--- config.mk ---
export PLATFORM = sky130hd
export DESIGN_NAME = bus_arbiter
export DESIGN_NICKNAME = d
export VERILOG_FILES = /design/src/rtl/bus_arbiter.sv
export SDC_FILE = /design/constraint.sdc
export NUM_CORES = 1
export LEC_CHECK = 0
export ABC_CLOCK_PERIOD_IN_PS = 2500
export CORE_AREA = 2 2 70 55
export CTS_BUF_LIST = sky130_fd_sc_hd__clkbuf_2 sky130_fd_sc_hd__clkbuf_4 sky130_fd_sc_hd__clkbuf_8
export DETAILED_ROUTE_END_ITERATION = 10
export DIE_AREA = 0 0 72 57
export PLACE_DENSITY = 0.8
export SETUP_SLACK_MARGIN = 0.15
export SLEW_MARGIN = 20
export SYNTH_ARGS = -nofsm -noshare
export SYNTH_HDL_FRONTEND = slang
export SYNTH_SLANG_ARGS = --single-unit
export TNS_END_PERCENT = 50
--- constraint.sdc ---
create_clock -name clk -period 2.5 [get_ports clk]
set_input_delay 0.5 -clock clk [delete_from_list [all_inputs] [get_ports clk]]
set_output_delay 0.5 -clock clk [all_outputs]
set_load 0.01 [all_outputs]
--- src/rtl/bus_arbiter.sv ---
// Round-robin bus arbiter for N accumulator processors sharing one memory bus.
// Grants one requester at a time, tracks transfers and revokes idle grants via a watchdog.
module bus_arbiter #(
    parameter int unsigned N       = 4,
    parameter int unsigned TIMEOUT = 16
) (
    input  logic                  clk,
    input  logic                  reset,
    input  logic [N-1:0]          req,
    input  logic [1:0]            op,
    input  logic                  signal,
    output logic [N-1:0]          grant,
    output logic [$clog2(N)-1:0]  owner,
    output logic [3:0]            state,
    output logic                  timeout,
    output logic [15:0]           xfer_count
);

    localparam int unsigned IW = $clog2(N);
    localparam int unsigned WW = (TIMEOUT > 1) ? $clog2(TIMEOUT) : 1;

    localparam logic [3:0] S_IDLE  = 4'b0001;
    localparam logic [3:0] S_GRANT = 4'b0010;
    localparam logic [3:0] S_XFER  = 4'b0100;
    localparam logic [3:0] S_DONE  = 4'b1000;

    localparam logic [1:0] OP_FETCH = 2'b01;
    localparam logic [1:0] OP_SEND  = 2'b10;

    logic [IW-1:0] last_owner;
    logic [WW-1:0] wdog;

    logic [3:0]    state_nx;
    logic [N-1:0]  grant_nx;
    logic [IW-1:0] owner_nx;
    logic [IW-1:0] last_owner_nx;
    logic          timeout_nx;
    logic [15:0]   xfer_count_nx;
    logic [WW-1:0] wdog_nx;

    logic [IW-1:0] pick;
    logic [IW-1:0] idx;

    // Rotating priority: first set request searching upward from last_owner+1.
    always_comb begin
        pick = last_owner;
        idx  = last_owner;
        for (int i = N; i >= 1; i--) begin
            idx = last_owner + IW'(i);
            if (req[idx]) begin
                pick = idx;
            end
        end
    end

    // Next-state and next-output logic.
    always_comb begin
        state_nx      = state;
        grant_nx      = grant;
        owner_nx      = owner;
        last_owner_nx = last_owner;
        timeout_nx    = 1'b0;
        xfer_count_nx = xfer_count;
        wdog_nx       = wdog;

        case (state)
            S_IDLE: begin
                grant_nx = '0;
                if (|req) begin
                    owner_nx = pick;
                    grant_nx = N'(1) << pick;
                    wdog_nx  = '0;
                    state_nx = S_GRANT;
                end
            end
            S_GRANT: begin
                if (!req[owner]) begin
                    state_nx      = S_IDLE;
                    grant_nx      = '0;
                    last_owner_nx = owner;
                end else if (op == OP_FETCH || op == OP_SEND) begin
                    state_nx = S_XFER;
                end else if (wdog == WW'(TIMEOUT - 1)) begin
                    state_nx      = S_IDLE;
                    grant_nx      = '0;
                    last_owner_nx = owner;
                    timeout_nx    = 1'b1;
                end else begin
                    wdog_nx = wdog + WW'(1);
                end
            end
            S_XFER: begin
                // Completion wins over a simultaneous request drop.
                if (signal) begin
                    state_nx      = S_DONE;
                    xfer_count_nx = xfer_count + 16'(1);
                end else if (!req[owner]) begin
                    state_nx      = S_IDLE;
                    grant_nx      = '0;
                    last_owner_nx = owner;
                end
            end
            S_DONE: begin
                if (!req[owner]) begin
                    state_nx      = S_IDLE;
                    grant_nx      = '0;
                    last_owner_nx = owner;
                end
            end
            default: begin
                state_nx = S_IDLE;
                grant_nx = '0;
            end
        endcase
    end

    // State and output registers.
    always_ff @(posedge clk or posedge reset) begin
        if (reset) begin
            state      <= S_IDLE;
            grant      <= '0;
            owner      <= '0;
            last_owner <= IW'(N - 1);
            timeout    <= 1'b0;
            xfer_count <= '0;
            wdog       <= '0;
        end else begin
            state      <= state_nx;
            grant      <= grant_nx;
            owner      <= owner_nx;
            last_owner <= last_owner_nx;
            timeout    <= timeout_nx;
            xfer_count <= xfer_count_nx;
            wdog       <= wdog_nx;
        end
    end

endmodule

==> run_1/io_placement.png <==
(6 px per µm) Pins as bars across the die edge, other pins in grey.
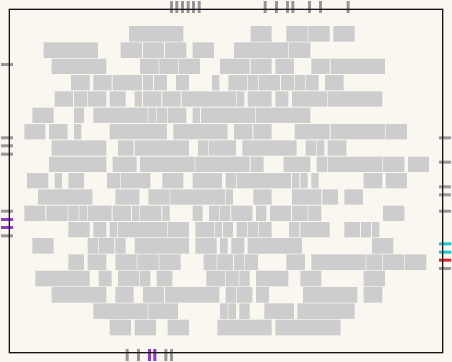
req -> purple  # pins 4, direction input, edge 2 south, 2 west
op -> cyan  # pins 2, direction input, edge east
timeout -> red  # pins 1, direction output, edge east
all pins by edge = 13 north, 9 east, 8 west, 6 south
die boundary height: 57 µm
tally of buffers added on design ports: 35
die width: 72 µm

==> run_1/sizes.png <==
(6 px per µm)
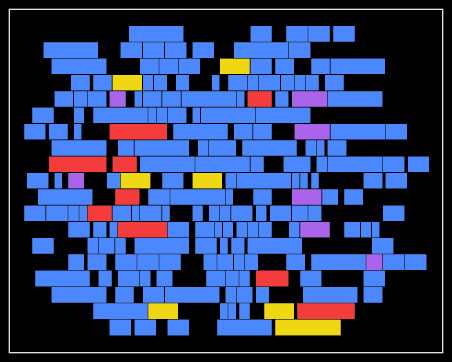
_6 and larger -> yellow  # cells 7, most used clkbuf_8
_2 cells -> red  # cells 9, most used mux2_2
_3 and _4 cells -> purple  # cells 7
_0 and _1 cells -> blue  # cells 176, most used clkdlybuf4s50_1
least setup slack across all paths after layout: 364 ps
post-layout instance area: 0.00224 mm²
non-clock buffer total of the final layout: 37

==> run_1/logic_types.png <==
(6 px per µm)
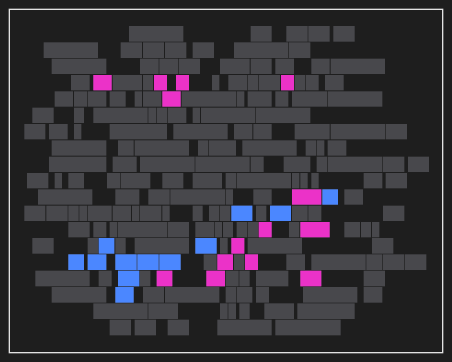
non-inverting ao/oa cells -> blue  # cells 12
and/or cells -> magenta  # cells 14, most used and3_1
most frequently placed logic cell in the final layout: clkdlybuf4s50_1
share of cell area taken by multi-input logic gates: 37.7%

-- run 1: registers in the layout (all words and copies together) (netlist names) --
name / cells
xfer_count: 16
last_owner: 2
state: 4
owner: 2
grant: 4
wdog: 4
timeout: 1
-- run 1: layout make-up --
cell class                      count  area, µm²
Multi-Input combinational cell    113        847
Inverter                            8       30.0
Clock buffer                        7       90.1
Tap cell                           42       52.6
Sequential cell                    33        830
Timing Repair Buffer               37        365
Fill cell                         263       1250
Clock inverter                      1       30.0
-- run 1: metal layers --
| metal | global-route usage, % | up-vias | wire length [µm] |
|---|---|---|---|
| li1 | - | 666 | - |
| met1 | 29.1 | 693 | 1740 |
| met2 | 34.1 | 68 | 1910 |
| met3 | 6.71 | 14 | 292 |
| met4 | 8.63 | 0 | 108 |
| met5 | 0 | - | 0 |
-- run 1: cells in the mapped netlist, types with 3 or more instances --
| cell type | number |
|---|---|
| xnor2_1 | 16 |
| dfrtp_1 | 30 |
| nand3_1 | 9 |
| nand4_1 | 5 |
| and3_1 | 4 |
| nand2b_1 | 4 |
| nand2_1 | 9 |
| o21ai_0 | 7 |
| buf_2 | 3 |
| inv_1 | 8 |
| nor2_1 | 4 |
| and4_1 | 3 |
| mux2_2 | 4 |
| a21oi_1 | 8 |
| dfstp_2 | 3 |
-- run 1: placed cells by master, fill, tap and decap left out, drive strengths merged, types with 3 or more instances in the layout --
cell	count
a21oi	8
and3	4
and4	3
clkbuf	7
clkdlybuf4s50	35
dfrtp	30
dfstp	3
inv	8
mux2	4
nand2	9
nand2b	4
nand3	9
nand4	5
nor2	4
nor3	4
o21ai	7
or4b	3
xnor2	16
-- run 1: stage by stage --
stage / setup slack [ps] / std cells / utilization, % / hold slack, ps / power, mW
2_1_floorplan: 681 / 158 / - / 468 / 1.18
3_3_place_gp: 179 / 233 / 60.8 / 461 / 1.42
3_5_place_dp: 120 / 233 / 60.8 / 472 / 1.45
4_1_cts: 414 / 241 / 64.2 / 481 / 1.99
5_1_grt: 340 / 241 / 64.2 / 513 / 2.12
6_report: 364 / 241 / 64.2 / 475 / 2.00
-- run 1: cell families after synthesis --
kind of cell / share of synthesized area, %
buf+inv: 3.25
flops: 47.9
xor+xnor: 9.10
mux: 4.48
simple gates: 20.4
fa+ha+maj: 1.44
compound gates: 13.5
-- run 1: where the power goes --
part / switching (mW) / internal (mW)
sequential: 0.148 / 0.651
combinational: 0.319 / 0.344
clock: 0.197 / 0.336
total: 0.665 / 1.33
-- run 1: worst min-delay path by stage --
stage	from	endpoint	slack (ps)	cells after the start
after floorplan	wdog[0]$_DFFE_PP0P_	wdog[0]$_DFFE_PP0P_	470	1
after global placement	xfer_count[15]$_DFFE_PP0P_	xfer_count[15]$_DFFE_PP0P_	460	1
after detailed placement	xfer_count[15]$_DFFE_PP0P_	xfer_count[15]$_DFFE_PP0P_	470	1
after CTS	xfer_count[15]$_DFFE_PP0P_	xfer_count[15]$_DFFE_PP0P_	480	1
after global routing	xfer_count[15]$_DFFE_PP0P_	xfer_count[15]$_DFFE_PP0P_	510	1
final	xfer_count[15]$_DFFE_PP0P_	xfer_count[15]$_DFFE_PP0P_	480	1
==> run notes, run 1 <==
The synthesis and PnR run went through. The netlist uses 46 different library cells. Global-route total usage across every layer landed at 22.0%. Yosys reported that registers with async set or reset make up 100%.

The required time at the worst endpoint is listed as 2680 ps. The flow ran to the end, and the final reports show no timing, DRC or antenna violations. OpenROAD warning count landed at 26.

Measured in cells, the most critical reg-to-reg path has a length of 4. Number of flops mapped to enable cells by yosys landed at 0. STA lists the endpoint of the worst register-to-register path as last_owner[0]$_DFFE_PP1P_. Initial antenna violation count landed at 0.

Pin placement for this block handled 36 I/O pins. Summed over all failing endpoints, the final setup total negative slack is 0 ps. After synthesis, flip-flops and latches occupy 47.9% of the total area. The worst setup path is launched from a primary input.

Placer's final routability congestion estimate landed at 0.915. Total inserted antenna cells landed at 0. The main area contributors are dfrtp_1 (43%), xnor2_1 (8.1%), dfstp_2 (4.5%).

Hold buffer count at cts landed at 0. The synthesized design contains 33 register bits. Setup repair after global routing left no endpoint under its margin.

After clock tree synthesis, the repair step resized 0 gates. The number of setup buffers added after CTS is 0. The synth_stat.txt file lists the number of cells as 158. The leakage power in the latest report is 0.956 nW. Per the STA report, the cell with the highest stage delay on the worst path is mux4_2. The first global-routing pass estimated 6890 µm of wire. Before any placement, the netlist area is recorded as 0.00173 mm².

Per STA, the startpoint of the critical path is req[1]. Number of violations reported at the end of detailed-routing iteration 0 landed at 137. Post-layout minimum cycle time landed at 2140 ps.

For this run, the final setup violation count is recorded as 0. Total length of routed wires landed at 4050 µm. H-tree depth landed at 2. Stage delay of the slowest cell on the critical path landed at 600 ps.

Floorplan die area landed at 0.00410 mm². During synthesis, Yosys emitted a total of 0 warnings. Total clock buffers created by CTS landed at 5. In the log, the iteration count for the first detailed-route pass is 4.

Static timing analysis puts the maximum clock frequency at 468 MHz. Traced cell by cell, the critical path runs through clkdlybuf4s50_1, mux4_2, inv_1, o2bb2a_1, a32o_1. Via-per-instance ratio landed at 5.98.

Per the detail_route report, DRC violations left total 0. Walking the critical path from launch to capture passes 5 cell instances. In the synthesized netlist, the number of instances is 158.

Per the CTS log, the root buffer master is clkbuf_8. The final hold violation count recorded for this run is 0. When the netlist entered floorplanning its net count stood at 169. Synthesis-to-finish area growth landed at 29.5%. Area share of the leading cell type in the synthesized netlist landed at 43.3%.

At the worst endpoint, the arrival time is 2310 ps. Mean instance size in the synthesized netlist landed at 11.0 µm². Tally of max-capacitance violations landed at 0. Looking at the cell usage after synthesis, the top flip-flop cell is dfrtp_1.

The worst hold path belongs to the class reg2reg. Per the final report, max-transition violations number 0. Largest buffer count on any clock path landed at 2. The total area inside the core boundary comes to 0.00349 mm².

Between clock sinks in the finished design, the worst skew comes to 6.64 ps. Checking max transition, the worst relative margin is 67.1%. Aggregate global routing overflow landed at 0. Period utilization landed at 85.5%.

Once detailed placement completed, the half-perimeter wirelength came to 2910 µm. Power density relative to cell area landed at 889 mW/mm². The CTS log lists the clock sinks for this run as 33. Following the worst setup path forward leads to its endpoint at grant[1]$_DFFE_PP0P_. Per the detail_route report, the via count comes to 1,441. The number of global-route vias before repair came to 1,408. STA classifies the critical path endpoint as a flop. TritonCTS built the clock tree. The net count of the finished layout is 209. On the reported timing paths, the clock transition at the registers reads 70 ps. For reference, the most critical setup path is categorized as in2reg.

Peak supply drop landed at 0.492 mV. Chip area line of the yosys report landed at 0.00173 mm². Before placement the cells fill 49.6% of the core. The startpoint identified for the worst register-to-register timing path is state[3]$_DFFE_PP0P_. Cell area reported after detailed placement landed at 0.00212 mm². Counting both buffers and inverters, the worst setup path holds a total of 2.

The timing report gives the worst reg2reg path a setup slack of 580 ps. Routed length per instance landed at 16.8 µm.
==> inputs of run 2 (changes only) <==
GPL_TIMING_DRIVEN = 0   (was not set)
==> run_2/logic_types.png <==
(6 px per µm)
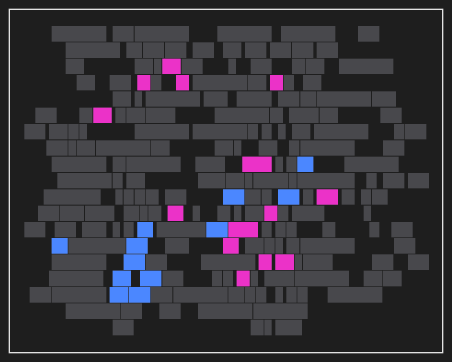
share of cell area taken by multi-input logic gates: 37.9%
Final Instance Count excl. Fillers: 243

==> run_2/io_placement.png <==
(6 px per µm) Pins as bars across the die edge, other pins in grey.
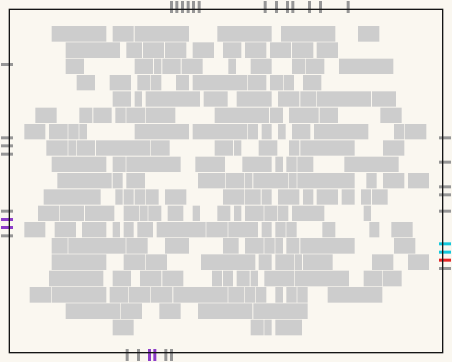
op -> cyan  # pins 2, direction input, edge east
timeout -> red  # pins 1, direction output, edge east
req -> purple  # pins 4, direction input, edge 2 south, 2 west
all pins by edge = 13 north, 9 east, 8 west, 6 south

==> run 2 against run 1 <==
Clock skew is essentially flat. Wire length shrank 7.9%. Via count shrank 1.6%. Sequential share of layout area grew 0.19 points. Power shrank 6.1%. Global-route usage shrank 1.7 points. Count of clock-buffer cells in the layout grew 1. Synthesized cell count is the same. Maximum frequency grew 0.20%. Combinational power grew 6.5%.
==> run notes, run 2 <==
The synthesis and PnR run went through. Outcome: finished clean (unchanged). The hold buffer count at cts came to 0 (unchanged). The source of the critical timing path is op[1] (was req[1]).

Fill cell total of the finished layout landed at 281 (was 263). The proportion of synthesized flip-flops having asynchronous set or reset came to 100% (unchanged). The total iterations of the first detailed-routing run came to 4 (unchanged).

The sum of negative setup slack is 0 ps (unchanged). The most frequently used cell type in the post-synthesis netlist is dfrtp_1 (unchanged). The count of mapped cells out of synthesis came to 158 (unchanged). Die extent in y landed at 57 µm (unchanged). Number of global-route vias before repair landed at 1,346 (was 1,408). The cell area reported after detailed placement came to 0.00214 mm² (was 0.00212 mm²). The path type of the worst min-delay path was reg2reg (unchanged). Number of cells in Yosys stat landed at 158 (unchanged). Highest-count cells in the layout ignoring fill and taps: clkdlybuf4s50_1 (35), dfrtp_1 (30), xnor2_1 (16), nand2_1 (9), nand3_1 (9) (unchanged). The number of flip-flops in the largest register was 16 (unchanged).

The most frequent logic cell in the layout was clkdlybuf4s50_1 (unchanged). Power density relative to cell area landed at 839 mW/mm² (was 889 mW/mm²). The global-route total usage across every layer came to 20.3% (was 22.0%). The clock slew seen by the registers of the worst setup and hold paths was 60 ps (was 70 ps). The final worst clock skew was 6.32 ps (was 6.64 ps). Area share of the leading cell type in the synthesized netlist landed at 43.3% (unchanged). The global-route wire length before repair came to 6340 µm (was 6890 µm). The total clock buffers created by CTS came to 5 (unchanged). The number of flops mapped to enable cells by yosys came to 0 (unchanged).

The type of element launching the critical path was a primary input (unchanged). Achievable clock frequency landed at 469 MHz (was 468 MHz). The leakage power summed over all cells came to 0.955 nW (was 0.956 nW). Pin count of the biggest net entering global routing landed at 34 (unchanged).

Tally of max-capacitance violations landed at 0 (unchanged). The chip area line of the yosys report came to 0.00173 mm² (unchanged). The standard cell core area was 0.00349 mm² (unchanged). The core utilization at floorplan came to 49.6% (unchanged). Placer's final routability congestion estimate landed at 0.949 (was 0.915).

Number of different library cells in the post-synthesis netlist landed at 46 (unchanged). The kind of critical path is in2reg (unchanged). The startpoint of the worst-slack reg-to-reg timing path is state[0]$_DFFE_PP1P_ (was state[3]$_DFFE_PP0P_). The cell at the root of the clock tree is clkbuf_8 (unchanged). The OpenROAD warning count was 26 (unchanged). Number of setup buffers added after CTS landed at 0 (unchanged). Number of top-level pins landed at 36 (unchanged). The number of core rows is 19 (unchanged). The worst endpoint data arrival time is 2300 ps (was 2310 ps). The sum of net half-perimeters after detailed placement was 2750 µm (was 2910 µm).

The stage delay of the slowest cell on the critical path was 570 ps (was 600 ps). Final-layout worst hold slack landed at 483 ps (was 475 ps). The post-layout net count came to 211 (was 209). Main area contributors: dfrtp_1 (43%), xnor2_1 (8.1%), dfstp_2 (4.5%) (unchanged). The register name with the most flops is xfer_count (unchanged). The number of synthesized register bits is 33 (unchanged).

Total inserted antenna cells landed at 0 (unchanged). Mean instance size in the synthesized netlist landed at 11.0 µm² (unchanged). Part of the Yosys area used for sequential elements landed at 47.9% (unchanged). Post-layout minimum cycle time landed at 2130 ps (was 2140 ps).

Total standard cell area after synthesis landed at 0.00173 mm² (unchanged). Required arrival time at the worst endpoint landed at 2660 ps (was 2680 ps). The type of element capturing the critical path was a flop (unchanged). The final count of pins violating max slew was 0 (unchanged).

The via-per-instance ratio was 5.84 (was 5.98). Largest buffer count on any clock path landed at 2 (unchanged). Final tally of setup violations landed at 0 (unchanged).

H-tree depth landed at 2 (unchanged). The share of cells above drive strength 1 is 12.9% (was 11.6%). The most used flip-flop cell after synthesis is dfrtp_1 (unchanged).

The post-layout instance area was 0.00223 mm² (was 0.00224 mm²). The total length of routed wires came to 3730 µm (was 4050 µm). Total clock sinks landed at 33 (unchanged). The total DRC errors in the routed layout came to 0 (unchanged). Die width landed at 72 µm (unchanged).

Synthesis-to-finish area growth landed at 28.9% (was 29.5%). The slowest library cell on the worst path is xnor2_1 (was mux4_2). The worst slack after detailed placement was 110 ps (was 120 ps).

The number of hold violations in the final report was 0 (unchanged). Aggregate global routing overflow landed at 0 (unchanged). Ordered list of cells on the worst path: clkdlybuf4s50_1, xnor2_1, a21oi_1, o2bb2a_1, a32o_1 (was clkdlybuf4s50_1, mux4_2, inv_1, o2bb2a_1, a32o_1).

Net count of the mapped netlist landed at 169 (unchanged). The tally of buffers added on design ports was 35 (unchanged). Final worst-path setup slack landed at 368 ps (was 364 ps). The peak supply drop was 0.646 mV (was 0.492 mV). The TritonCTS clock tree was built (unchanged). The number of violations reported at the end of detailed-routing iteration 0 was 128 (was 137).

Floorplan die area landed at 0.00410 mm² (unchanged). Unrepaired setup endpoints after global routing: no (unchanged). Ranking of synthesized cells by instance count: dfrtp_1 (30), xnor2_1 (16), nand2_1 (9), nand3_1 (9) (unchanged).

The period utilization came to 85.3% (was 85.5%). The worst max-slew margin expressed relative to the limit is 55.1% (was 67.1%). The total of cells resized after clock tree synthesis was 0 (unchanged). Via count landed at 1,418 (was 1,441).
==> run 2: cell count changes in the layout (fill, tap and decap cells not counted), sizes merged <==
cell,previous run,this run
bufinv,1,0
clkbuf,7,8
buf,2,4
==> run 2: where the power goes <==
part / leakage, nW / total (mW) / switching (mW) / internal [mW]
clock: 0.0523 / 0.422 / 0.176 / 0.246
sequential: 0.440 / 0.745 / 0.0949 / 0.650
combinational: 0.463 / 0.706 / 0.352 / 0.354
total: 0.955 / 1.87 / 0.623 / 1.25
==> run 2: area by class of cell <==
class                           count  area (µm²)  share of cell area [%]
Timing Repair Buffer               35         350                    15.7
Sequential cell                    33         830                    37.1
Tap cell                           42        52.6                    2.35
Inverter                            8        30.0                    1.34
Buffer                              4        26.3                    1.18
Clock buffer                        8        97.6                    4.37
Multi-Input combinational cell    113         847                    37.9
==> run 2: stage by stage <==
step	util (%)	power, mW	instances
finish	63.9	1.87	243
global route	63.9	2.01	243
CTS	63.9	1.89	243
detailed placement	61.1	1.45	235
global placement	61.1	1.42	235
floorplan	-	1.18	158
==> run 2: cell families after synthesis <==
group                    Yosys count  share of synthesized area [%]
AND-OR/OR-AND                     33                           13.5
flip-flops                        33                           47.9
buffers and inverters             12                           3.25
AND/OR/NAND/NOR                   54                           20.4
XOR/XNOR                          18                           9.10
adder cells (fa/ha/maj)            2                           1.44
multiplexers                       6                           4.48
==> run 2: path summary, 6_finish.rpt <==
kind	end	slack, ps	depth (start not counted)
max reg2reg	wdog[1]$_DFFE_PP0P_	540	5
max	grant[0]$_DFFE_PP0P_	370	5
max in group asynchronous	timeout$_DFF_PP0_	1440	2
min	xfer_count[15]$_DFFE_PP0P_	480	1
min reg2reg	xfer_count[15]$_DFFE_PP0P_	480	1
min in group asynchronous	owner[0]$_DFFE_PP0P_	630	2
==> run 2: critical path: cells and delay by family <==
family / cells / cell delay, ps
AOI/OAI and AO/OA: 3 / 770
xor gates and xnor gates: 1 / 570
buffers and inverters: 1 / 450
==> run 2: per-layer routing <==
layer / routed length [µm] / track usage [%] / vias to the layer above
met5: 0 / 0 / -
met4: 62 / 7.55 / 0
met3: 277 / 7.24 / 12
met2: 1720 / 30.8 / 66
met1: 1670 / 26.9 / 666
li1: - / - / 674
Power and IR drop assume default switching activity.
